--- src/rtl/led_code_sequencer.sv ---
// Round-robin blink-code scheduler: grants the single status LED to one requester,
// plays N blinks plus a gap, then releases it. Outputs are registered.
module led_code_sequencer #(
  parameter int N_REQ     = 4,
  parameter int CNT_W     = 4,
  parameter int TICK_DIV  = 25_000_000,
  parameter int GAP_TICKS = 2
) (
  input  logic                     clk,
  input  logic                     rst_n,
  input  logic [N_REQ-1:0]         req,
  input  logic [N_REQ*CNT_W-1:0]   code,
  output logic [N_REQ-1:0]         gnt,
  output logic                     busy,
  output logic                     done,
  output logic                     led
);

  localparam int GAP_CYC = GAP_TICKS * TICK_DIV;
  localparam int MAX_CYC = (GAP_CYC > TICK_DIV) ? GAP_CYC : TICK_DIV;
  localparam int PH_W    = (MAX_CYC > 1) ? $clog2(MAX_CYC) : 1;
  localparam int PTR_W   = (N_REQ > 1) ? $clog2(N_REQ) : 1;

  localparam logic [PH_W-1:0]  TICK_LAST = PH_W'(TICK_DIV - 1);
  localparam logic [PH_W-1:0]  GAP_LAST  = PH_W'(GAP_CYC - 1);
  localparam logic [PTR_W-1:0] OWN_LAST  = PTR_W'(N_REQ - 1);
  localparam logic [CNT_W-1:0] REM_ONE   = CNT_W'(1);

  typedef enum logic [1:0] {
    S_IDLE = 2'd0,
    S_ON   = 2'd1,
    S_OFF  = 2'd2,
    S_GAP  = 2'd3
  } state_t;

  state_t            state;
  state_t            state_nxt;
  logic [PH_W-1:0]   ph;
  logic [CNT_W-1:0]  rem;
  logic [PTR_W-1:0]  owner;
  logic [PTR_W-1:0]  ptr;

  logic              found;
  logic [PTR_W-1:0]  win;
  logic [CNT_W-1:0]  win_code;
  logic              grant;
  logic              ph_tick_end;
  logic              ph_gap_end;

  logic [N_REQ-1:0]  gnt_nxt;
  logic              busy_nxt;
  logic              done_nxt;
  logic              led_nxt;

  // The pointer is the slot after the last owner; owner resets to the top index
  // so requester 0 starts with highest priority.
  always_comb begin
    ptr = (owner == OWN_LAST) ? '0 : owner + 1'b1;
  end

  // Round-robin pick: first set request scanning upward from ptr with wrap.
  always_comb begin
    int j;
    found = 1'b0;
    win   = '0;
    j     = 0;
    for (int off = 0; off < N_REQ; off++) begin
      j = int'(ptr) + off;
      if (j >= N_REQ) j = j - N_REQ;
      if (!found && req[j]) begin
        found = 1'b1;
        win   = PTR_W'(j);
      end
    end
  end

  assign win_code    = code[win*CNT_W +: CNT_W];
  assign grant       = (state == S_IDLE) && found;
  assign ph_tick_end = (ph == TICK_LAST);
  assign ph_gap_end  = (ph == GAP_LAST);

  // State register
  always_ff @(posedge clk or negedge rst_n) begin
    if (!rst_n) state <= S_IDLE;
    else        state <= state_nxt;
  end

  // Next-state logic
  always_comb begin
    state_nxt = state;
    case (state)
      S_IDLE: begin
        if (found) state_nxt = (win_code != '0) ? S_ON : S_GAP;
      end
      S_ON: begin
        if (ph_tick_end) state_nxt = (rem == REM_ONE) ? S_GAP : S_OFF;
      end
      S_OFF: begin
        if (ph_tick_end) state_nxt = S_ON;
      end
      S_GAP: begin
        if (ph_gap_end) state_nxt = S_IDLE;
      end
      default: state_nxt = S_IDLE;
    endcase
  end

  // Output logic, computed one cycle ahead so every output leaves a flop.
  always_comb begin
    led_nxt  = (state_nxt == S_ON);
    gnt_nxt  = grant ? (N_REQ'(1) << win) : '0;
    done_nxt = (state == S_GAP) && (state_nxt == S_IDLE);
    busy_nxt = (state_nxt != S_IDLE) || done_nxt;
  end

  always_ff @(posedge clk or negedge rst_n) begin
    if (!rst_n) begin
      led  <= 1'b0;
      gnt  <= '0;
      done <= 1'b0;
      busy <= 1'b0;
    end else begin
      led  <= led_nxt;
      gnt  <= gnt_nxt;
      done <= done_nxt;
      busy <= busy_nxt;
    end
  end

  // Phase counter restarts on every transition and is held at zero in IDLE.
  always_ff @(posedge clk or negedge rst_n) begin
    if (!rst_n) begin
      ph <= '0;
    end else if ((state == S_IDLE) || (state_nxt != state)) begin
      ph <= '0;
    end else begin
      ph <= ph + 1'b1;
    end
  end

  // rem only decrements at the end of an ON phase, which is entered with rem >= 1.
  always_ff @(posedge clk or negedge rst_n) begin
    if (!rst_n) begin
      rem   <= '0;
      owner <= OWN_LAST;
    end else if (grant) begin
      rem   <= win_code;
      owner <= win;
    end else if ((state == S_ON) && ph_tick_end) begin
      rem   <= rem - 1'b1;
    end
  end

endmodule

--- config.mk ---
export PLATFORM = sky130hd
export DESIGN_NAME = led_code_sequencer
export DESIGN_NICKNAME = d
export VERILOG_FILES = /design/src/rtl/led_code_sequencer.sv
export SDC_FILE = /design/constraint.sdc
export NUM_CORES = 1
export LEC_CHECK = 0
export ABC_CLOCK_PERIOD_IN_PS = 4100
export CORE_MARGIN = 1.5
export CORE_UTILIZATION = 38
export DETAILED_ROUTE_END_ITERATION = 16
export SLEW_MARGIN = 20
export SYNTH_ARGS = -nofsm -noshare
export SYNTH_HDL_FRONTEND = slang
export SYNTH_SLANG_ARGS = --single-unit
--- constraint.sdc ---
create_clock -name clk -period 4.1 [get_ports clk]
set_input_delay 0.41 -clock clk [delete_from_list [all_inputs] [get_ports clk]]
set_output_delay 0.41 -clock clk [all_outputs]
set_load 0.03 [all_outputs]
==> flow_summary_export.csv <==
group,metric,value,unit
route,drt_iter0_markers,75,
critical_path,cp_slowest_cell,"dfstp_2",
synth,ff_type,"dfrtp_1",
power_and_ir_drop,pg_clk,289,uW
final_layout,mostFrequentLayoutCell,"nor2_1",
final_layout,largest_reg_flops,26,
critical_path,path_max_fanout,11,
synth,floorplan.nets,281,
critical_path,crit_buf_inv,0,
power_and_ir_drop,p_leak,0.00115,uW
timing,finClkSkew,7.79,ps
timing,rsz0062_at_grt,"no",
power_and_ir_drop,pg_seq,411,uW
floorplanning,initial_utilization,39.8,%
clocking,worstSkewPairLatency,280,ps
timing,hold_viol_final,0,
final_layout,drive_gt1_share,10.5,%
power_and_ir_drop,p_comb_share,10.9,%
flow_run,maxCapViolCount,0,
final_layout,nets,310,
power_and_ir_drop,sw_frac_of_total,23.6,%
synth,common_cells,"45 x nor2_1, 39 x dfrtp_1, 29 x nand2_1",
timing,slew_violations,0,
flow_run,warnings,27,
clocking,post_cts_buffers,0,
global_route,met1_usage,22.0,%
hold_path,hold_class,"input port to asynchronous set/reset pin",
final_layout,final_design_area_no_fill,0.00281,sq mm
status,status,"finished clean",
global_route,grt_pass1_wl,8380,um
global_route,grtUsageMet2,26.3,%
global_route,grt_pass1_vias,1807,
global_route,antenna_found_initial,0,
timing,layout_setup_ws,1470,ps
floorplanning,chipArea,0.00675,sq mm
synth,synth_cells,255,
[cells by family (layout without fill, tap and decap cells)]
kind of cell / after synthesis / count (layout) / share of synthesized area (%)
DFF: 41 / 41 / 43.2
xor gates and xnor gates: 26 / 26 / 9.56
AOI/OAI and AO/OA: 23 / 23 / 7.62
muxes: 6 / 6 / 2.63
and+or+nand+nor: 142 / 142 / 31.7
adders and majority gates: 4 / 4 / 2.10
buffers and inverters: 13 / 43 / 3.20
[final cells by class]
cell class	instances	area (sq um)	share of cell area [%]
clock inverters	1	5.00	0.178
multi-input cells	201	1280	45.5
clock buffers	7	96.3	3.43
well taps	75	93.8	3.34
repair buffers	29	283	10.1
inverters	6	22.5	0.802
flip-flops and latches	41	1030	36.6
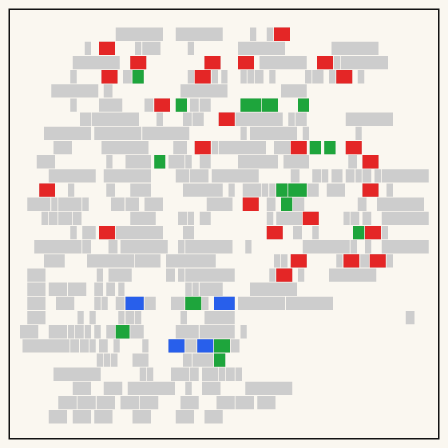
(images/gates.png)
red -> xor and xnor cells  # cells 26
blue -> non-inverting ao/oa cells  # cells 4, where bottom middle
green -> and/or cells  # cells 16

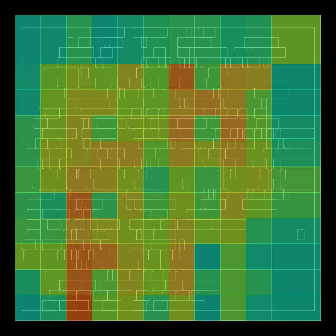
(images/congestion_map.png)
wire per inst: 13.3 um
Final Util: 46.8%
grt peak-use layer: met2
GRT Total Usage: 16.0%

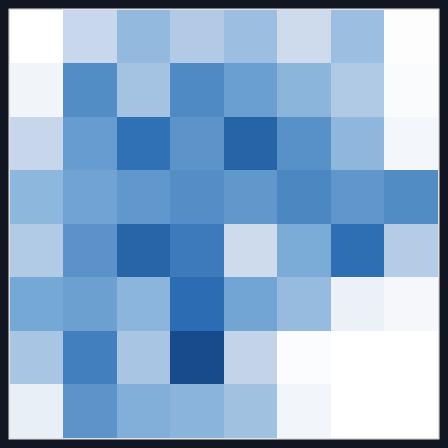
(images/util_map.png)
The die is cut into 8 by 8 equal tiles; white is low, dark blue is high, 0 to 100% covered.
mean over tiles = 40%
tiles over 75% full = 6.2%
emptiest ninth of the die = bottom right

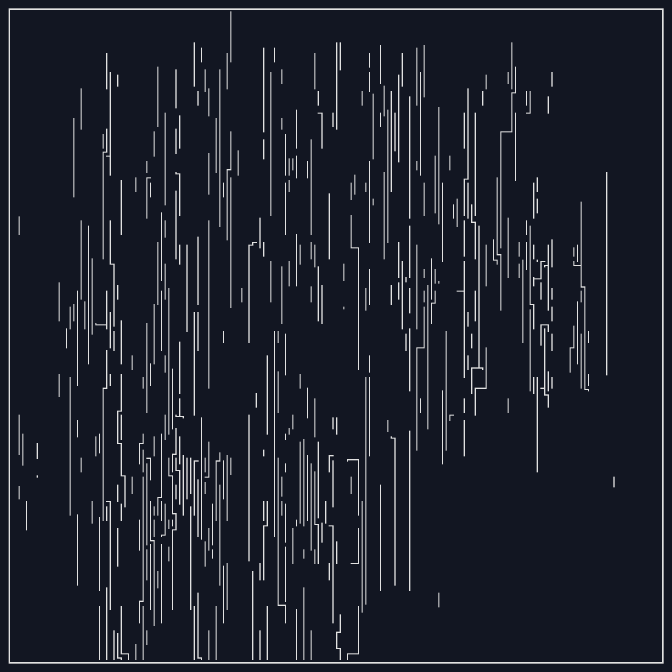
(images/m2.png)
nets with wire on the layer = 247
main direction = vertical
longest straight run = 28.6 um

